==> config.mk <==
export PLATFORM = sky130hd
export DESIGN_NAME = mem_bus_arbiter
export DESIGN_NICKNAME = d
export VERILOG_FILES = /design/src/rtl/mem_bus_arbiter.sv
export SDC_FILE = /design/constraint.sdc
export NUM_CORES = 1
export LEC_CHECK = 0
export ABC_CLOCK_PERIOD_IN_PS = 5500
export CAP_MARGIN = 0
export CORE_ASPECT_RATIO = 0.7
export CORE_MARGIN = 10
export CORE_UTILIZATION = 30
export DETAILED_ROUTE_END_ITERATION = 10
export GPL_TIMING_DRIVEN = 0
export PLACE_DENSITY_LB_ADDON = 0.12
export SYNTH_ARGS = -nofsm -noshare
export SYNTH_HDL_FRONTEND = slang
export SYNTH_SLANG_ARGS = --single-unit
==> constraint.sdc <==
create_clock -name clk -period 5.5 [get_ports clk]
set_input_delay 1.1 -clock clk [delete_from_list [all_inputs] [get_ports clk]]
set_output_delay 1.1 -clock clk [all_outputs]
set_load 0.01 [all_outputs]
Fig. 1: run 1, sequential cells grouped by signal name
Drawn at 3 px/um. Other sequential cells in the stronger grey, the rest of the logic in the fainter grey.
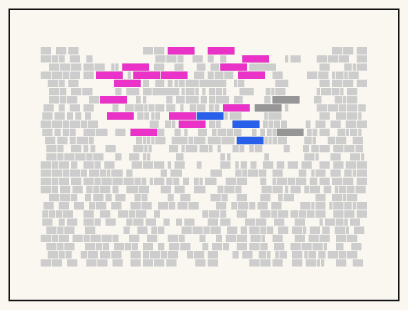
Key: r_state = blue [flops 3]; r_to_cnt = magenta [flops 16, where top middle]
Another 3 sequential cells are not coloured.
Core Util, Final: 69.2%
fraction of area in registers: 9.94%
Reg area: 551 sq um

Fig. 2: run 1, wires at chosen ports, followed through buffers
Drawn at 3 px/um.
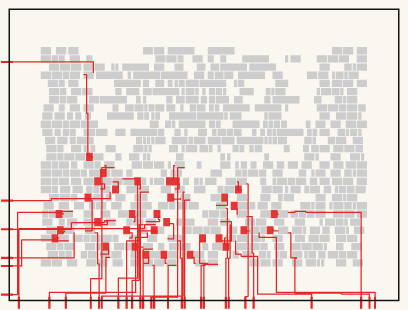
Key: i_din = red [direction output, end cells 32, buffers 32, wire 1,330 um]
Top-Level Pins: 282
IO Port Bufs: 281

Fig. 3: run 1, the clock network
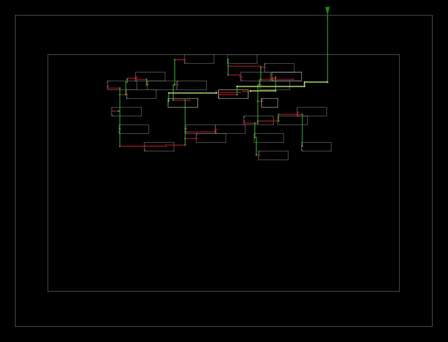
clk_lat worst skew: 260 ps
CTS sink count: 22

==> flow_summary.yaml, run 1 <==
# flow metrics
drt:
  via_per_inst: 5.32
  finalWirelength_mm: 16.4
  drt_pre_antenna_iters: 5
  avgRoutedWirePerCell_um: 22.7
power_and_ir_drop:
  power_density_nw_per_um2: 232
  p_leak_uw: 0.00250
  p_int_uw: 807
  vdd_ir_drop_max_mv: 0.110
  power_frac_seq_pct: 14.0
  combPwrFrac_pct: 72.8
  p_switching_uw: 481
die:
  chipHeight_um: 96.5
  num_rows: 27
  fp_util_pct: 31.4
  coreArea_sq_um: 8010
  dieArea_sq_um: 12500
  die_x_um: 129
grt:
  grt_max_degree: 23
  grt_usage_pct: 25.0
  first_global_vias: 3884
  grt_remaining_overflow: 0
  grt_first_pass_wirelength_mm: 24.2
clock_tree:
  cts_resized: 0
  ctsHtreeMaxLevel: 1
  path_clk_slew_ps: 60
  clk_path_buf_depth: 2
  cts_hold_buf: 0
  post_cts_buffers: 0
  cts_tree: "built"
final_timing:
  hold_viol: 0
  layout_min_cycle_time_ps: 4020
  fmax_mhz: 249
  setup_viol: 0
  finClkSkew_ps: 2.39
  tns_ps: 0
  worstMarginPinSlew_ps: 840
  relSlewSlack_pct: 44.0
  worst_slack_ps: 1480
  slew_viol_final: 0
  fin_crit_sh_pct: 73.0
  rsz0062_at_grt: "no"
critical_path:
  critPathCaptureType: "output pin"
  critPathMaxStageDelay_ps: 590
  path_cells: "clkdlybuf4s50_1 -> and4bb_2 -> a32o_2 -> nor2b_1 -> clkdlybuf4s50_1"
  cp_slowest_cell: "clkdlybuf4s50_1"
  crit_family: "buffers and inverters"
  critPathMaxFanout: 7
  reg2regPathDepth: 5
  regToRegSetupSlack_ps: 3640
  critPathKind: "input port to output pin"
  cp.depth: 5
yosys:
  ys_async_sr_fraction_pct: 100
  ys_sh_adder_pct: 1.49
  avgSynthCellArea_sq_um: 7.52
  synthAoiAreaFrac_pct: 12.9
  simple_gate_share_pct: 47.6
  ys_top_logic_family: "simple AND/OR/NAND/NOR gates"
  yosys.stat.chipArea_sq_um: 2510
  mux_area_share_pct: 0.399
  synth_warnings: 0
  netlist_instances: 334
  synth_xor_xnor_area_share_pct: 4.88
hold_path:
  hold_depth: 1
  hold_class: "flop to flop"
place:
  place_congestion: 0.914
  dp_hpwl_mm: 14.1
run_status:
  run_status: "finished clean"
layout:
  largest_reg_flops: 16
  areaGrowthSynthToFinish_pct: 121
run:
  maxCapViolations: 0
  tool_warnings: 27
## run 1: through the flow
stage | power, uW | cells | area [sq um] | hold WS [ps]
6_report | 1290 | 720 | 5540 | 535
5_1_grt | 1360 | 720 | 5540 | 586
4_1_cts | 1290 | 720 | 5540 | 533
3_5_place_dp | 1120 | 716 | 5450 | 526
3_3_place_gp | 1110 | 716 | 5450 | 516
2_1_floorplan | 558 | 334 | 2510 | 489
## run 1: placed cells by master (no fill, tap or decap), drive strengths merged
cell type,synthesis,routed
xnor2,11,11
nor3b,3,3
nor4,7,7
ha,3,3
and4b,1,1
a21oi,4,4
clkdlybuf4s50,0,281
and4bb,1,1
xor2,3,3
nor2b,5,5
nand3,10,10
a211o,1,1
nand4,8,8
and4,3,3
o2bb2ai,1,1
nand2b,1,1
dfrtp,22,22
nor3,2,2
o22ai,1,1
mux2i,1,1
buf,30,30
nand2,6,6
o2111ai,1,1
and2b,1,1
nor2,62,62
inv,6,6
and3,100,100
a32o,1,1
clkbuf,5,9
o21ai,2,2
a22oi,32,32
## run 1: per-layer routing
metal | vias to the layer above | part of all wire [%] | global-route usage, %
met5 | - | 0 | 0
met4 | 0 | 2.8 | 6.42
met3 | 28 | 12 | 11.2
met2 | 222 | 49 | 46.2
met1 | 1790 | 36 | 25.5
li1 | 1788 | - | -
## run 1: power groups by stage
stage               clock (uW)  combinational (uW)  sequential [uW]
finish                     169                 938              181
global route               178                1000              182
CTS                        171                 942              180
detailed placement           0                 938              183
global placement             0                 928              182
floorplan                    0                 378              180
## run 1: worst reg2reg max path, stage by stage, from the launching register on
cell and delay [ps]:
dfrtp_1 440, ha_1 290, and3_1 250, nand4_2 200, clkbuf_1 260, a211o_1 300
## run 1: synthesized netlist by cell type, types with 6 or more instances
| cell type | number | share of area [%] |
|---|---|---|
| and3_1 | 100 | 25 |
| nor2_1 | 54 | 8.1 |
| a22oi_1 | 32 | 9.6 |
| dfrtp_1 | 22 | 22 |
| buf_2 | 15 | 3.0 |
| buf_6 | 11 | 4.9 |
| xnor2_1 | 11 | 3.8 |
| nand3_1 | 10 | 2.0 |
| nor2_2 | 8 | 2.0 |
| nand4_1 | 7 | 1.7 |
| inv_1 | 6 | 0.90 |
| nand2_1 | 6 | 0.90 |
## run 1: layout make-up
class	instances	area, sq um
sequential	22	551
clock buffer	4	88.8
inverter	6	22.5
fill	650	2470
tap	101	126
timing repair buffer	281	2810
buffer	35	248
multi-input combinational	271	1690
## run 1: cell families (layout without fill, tap and decap cells)
group / count (synthesis) / after routing
xor+xnor: 14 / 14
buf+inv: 41 / 326
mux: 1 / 1
fa+ha+maj: 3 / 3
simple gates: 210 / 210
compound gates: 43 / 43
flops: 22 / 22
Fig. 4: run 1, gate families picked out
Drawn at 4 px/um.
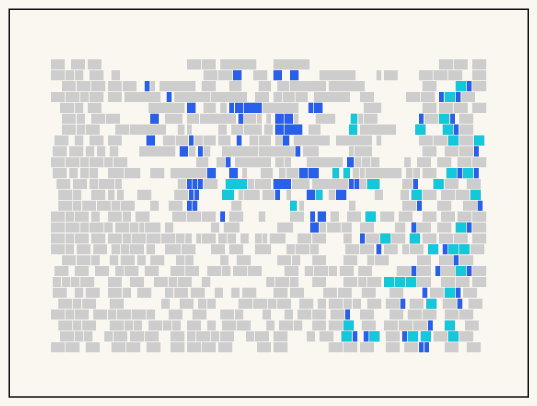

==> run 1 -> run 2 <==
- ABC_CLOCK_PERIOD_IN_PS: 5500 -> 4180
- CORE_UTILIZATION: 30 -> 28
- clock period: 5.5 -> 4.18 ns (I/O delays scaled with it)
Fig. 5: run 2, gate families picked out
Drawn at 4 px/um.
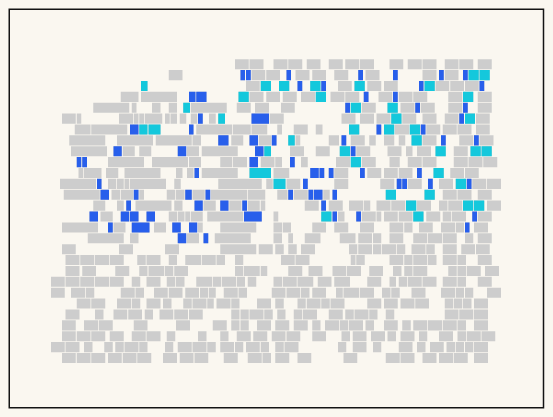
Key: NOR gates = blue [cells 79, most used nor2_1]; inverting AOI/OAI gates = cyan [cells 41, most used a22oi_1]
logic share of the area: 30.3%
Cell Count, Final, Fillers Out: 740

==> run 2 against run 1 <==
  * Synthesized area unchanged
  * Sequential power rose by 31%
  * Critical path depth grew 2
  * Global-route usage fell by 0.89 points
  * Sequential cell count is the same
  * Utilization shrank 4.2 points
  * Die size increased by 5.8%
  * Total power increased by 36%
  * Non-clock buffer count is the same
  * Worst hold slack improved by 9.4 ps
  * Clock power increased by 57%
==> flow_summary.yaml, run 2 <==
# flow metrics
drt:
  drt_pre_antenna_iters: 5
  avgRoutedWirePerCell_um: 23.4
  vias: 3683
  drcViolationCount: 0
  ant_nets: 0
  via_per_inst: 4.98
  drt_iter0_markers: 277
  finalWirelength_mm: 17.3
yosys:
  synthDistinctLibCells: 37
  yosys.stat.chipArea_sq_um: 2510
  numSynthFlops: 22
  synth_area_sq_um: 2510
  flop_cell: "dfrtp_1"
  top_area_cell: "and3_1"
  avgSynthCellArea_sq_um: 7.52
  topCellsByArea: "and3_1, dfrtp_1, a22oi_1"
  ys_cells: 334
  top_area_share_pct: 24.9
  synth.most_common_cell: "and3_1"
  ys_top_cells_by_count: "and3_1, nor2_1, a22oi_1"
  synth_warnings: 0
  synth_seq_share_pct: 21.9
  synth_nets: 478
  ys_async_sr_fraction_pct: 100
  netlist_instances: 334
  edf_count: 0
grt:
  first_global_vias: 3576
  top_usage_layer: "met2"
  grt_first_pass_wirelength_mm: 24.8
  grt_remaining_overflow: 0
  use_met3_pct: 8.04
  antenna_found_initial: 3
  grtUsageMet2_pct: 44.2
  use_met1_pct: 27.1
  grt_max_degree: 23
  grt_usage_pct: 24.1
final_timing:
  worst_slack_ps: 779
  tns_ps: 0
  finClkSkew_ps: 1.85
  fin_hold_ws_ps: 544
  fmax_mhz: 294
  setup_viol: 0
  worstMarginPinSlew_ps: 802
  fin_crit_sh_pct: 81.4
  relSlewSlack_pct: 46.5
  rsz0062_at_grt: "no"
  slew_viol_final: 0
  hold_viol: 0
  layout_min_cycle_time_ps: 3400
clock_tree:
  ctsHtreeMaxLevel: 1
  path_clk_slew_ps: 60
  post_cts_buffers: 0
  cts_hold_buf: 0
  cts_tree: "built"
  cts_buffers: 3
  clk_latency_ps: 250
  cts_root_buf: "clkbuf_16"
  clk_path_buf_depth: 2
  clkSinkCount: 22
  cts_resized: 0
power_and_ir_drop:
  power_density_nw_per_um2: 313
  vdd_ir_drop_max_mv: 0.231
  p_leak_uw: 0.00250
die:
  ioPinCount: 282
  die_x_um: 133
  dieArea_sq_um: 13200
  num_rows: 28
  chipHeight_um: 99.2
place:
  preCtsSetupSlack_ps: 766
  dp_hpwl_mm: 14.9
  io_buffer_count: 281
  place_congestion: 0.906
hold_path:
  hold_depth: 1
  hold_class: "flop to flop"
critical_path:
  cp_slowest_cell: "clkdlybuf4s50_1"
  path_buffers: 3
  critPathMaxStageDelay_ps: 590
  cp.required_ps: 3340
  regToRegSetupSlack_ps: 2320
  critPathLaunchType: "flop"
  critPathCaptureType: "output pin"
  critPathMaxFanout: 10
  critPathKind: "flop to output pin"
  reg2regPathDepth: 6
  crit_family: "buffers and inverters"
  critPathArrivalTime_ps: 2560
  path_cells: "ha_1 -> and3_1 -> nand4_2 -> buf_6 -> buf_6 -> and3_1 -> clkdlybuf4s50_1"
  cp.depth: 7
layout:
  final_nets: 764
  areaGrowthSynthToFinish_pct: 122
  final_common_cell: "clkdlybuf4s50_1"
  layout_top_cells: "clkdlybuf4s50_1, and3_1, nor2_1, a22oi_1, dfrtp_1"
  drive_above_1_share_pct: 8.24
  largest_reg_flops: 16
  fillers: 757
run:
  tool_warnings: 27
  maxCapViolations: 0
run_status:
  run_status: "finished clean"
Fig. 6: run 2, local utilization
Drawn at 2 px/um. 13 x 10 tiles, from dark purple (low) to yellow (high), 0 to 100% covered.
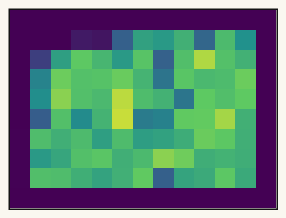
The fullest tile reaches 92%. 11% of the tiles are over 75% full. The emptiest ninth of the die: top left. The mean over all tiles is 41%. The densest ninth of the die: middle.
core area: 8580 sq um
Core Util at FP: 29.3%
Core Util, Final: 65.0%

## run 2: layer usage
layer  share of wire (%)  vias up
li1                    -     1784
met1                  39     1730
met2                  51      147
met3                 8.8       18
met4                 1.2        4
met5                0.12        -
## run 2: per-stage QoR
stage	cells	power (uW)	utilization [%]	area, sq um
detailed placement	735	1490	63.8	5470
finish	740	1750	65.0	5580
global placement	735	1470	63.8	5470
CTS	739	1760	65.0	5580
global route	739	1830	65.0	5580
floorplan	334	734	-	2510
## run 2: area by class of cell
cell class              instances  area [sq um]  area share, %
flip-flops and latches         22           551           9.86
diodes                          1          2.50         0.0448
clock inverters                 1          30.0          0.538
multi-input cells             271          1690           30.3
plain buffers                  35           248           4.44
repair buffers                281          2810           50.4
well taps                     120           150           2.69
inverters                       6          22.5          0.403
clock buffers                   3          75.1           1.34
## run 2: kinds of logic after synthesis
kind of cell	share of synthesized area (%)
buf+inv	10.8
compound gates	12.9
flops	21.9
mux	0.399
fa+ha+maj	1.49
xor+xnor	4.88
simple gates	47.6
## run 2: power by group
part | internal [uW] | switching (uW)
Combinational | 692 | 551
Clock | 190 | 74.7
Sequential | 224 | 13.6
Total | 1110 | 640
No activity file was given, so power comes from the tool's default toggle rates.
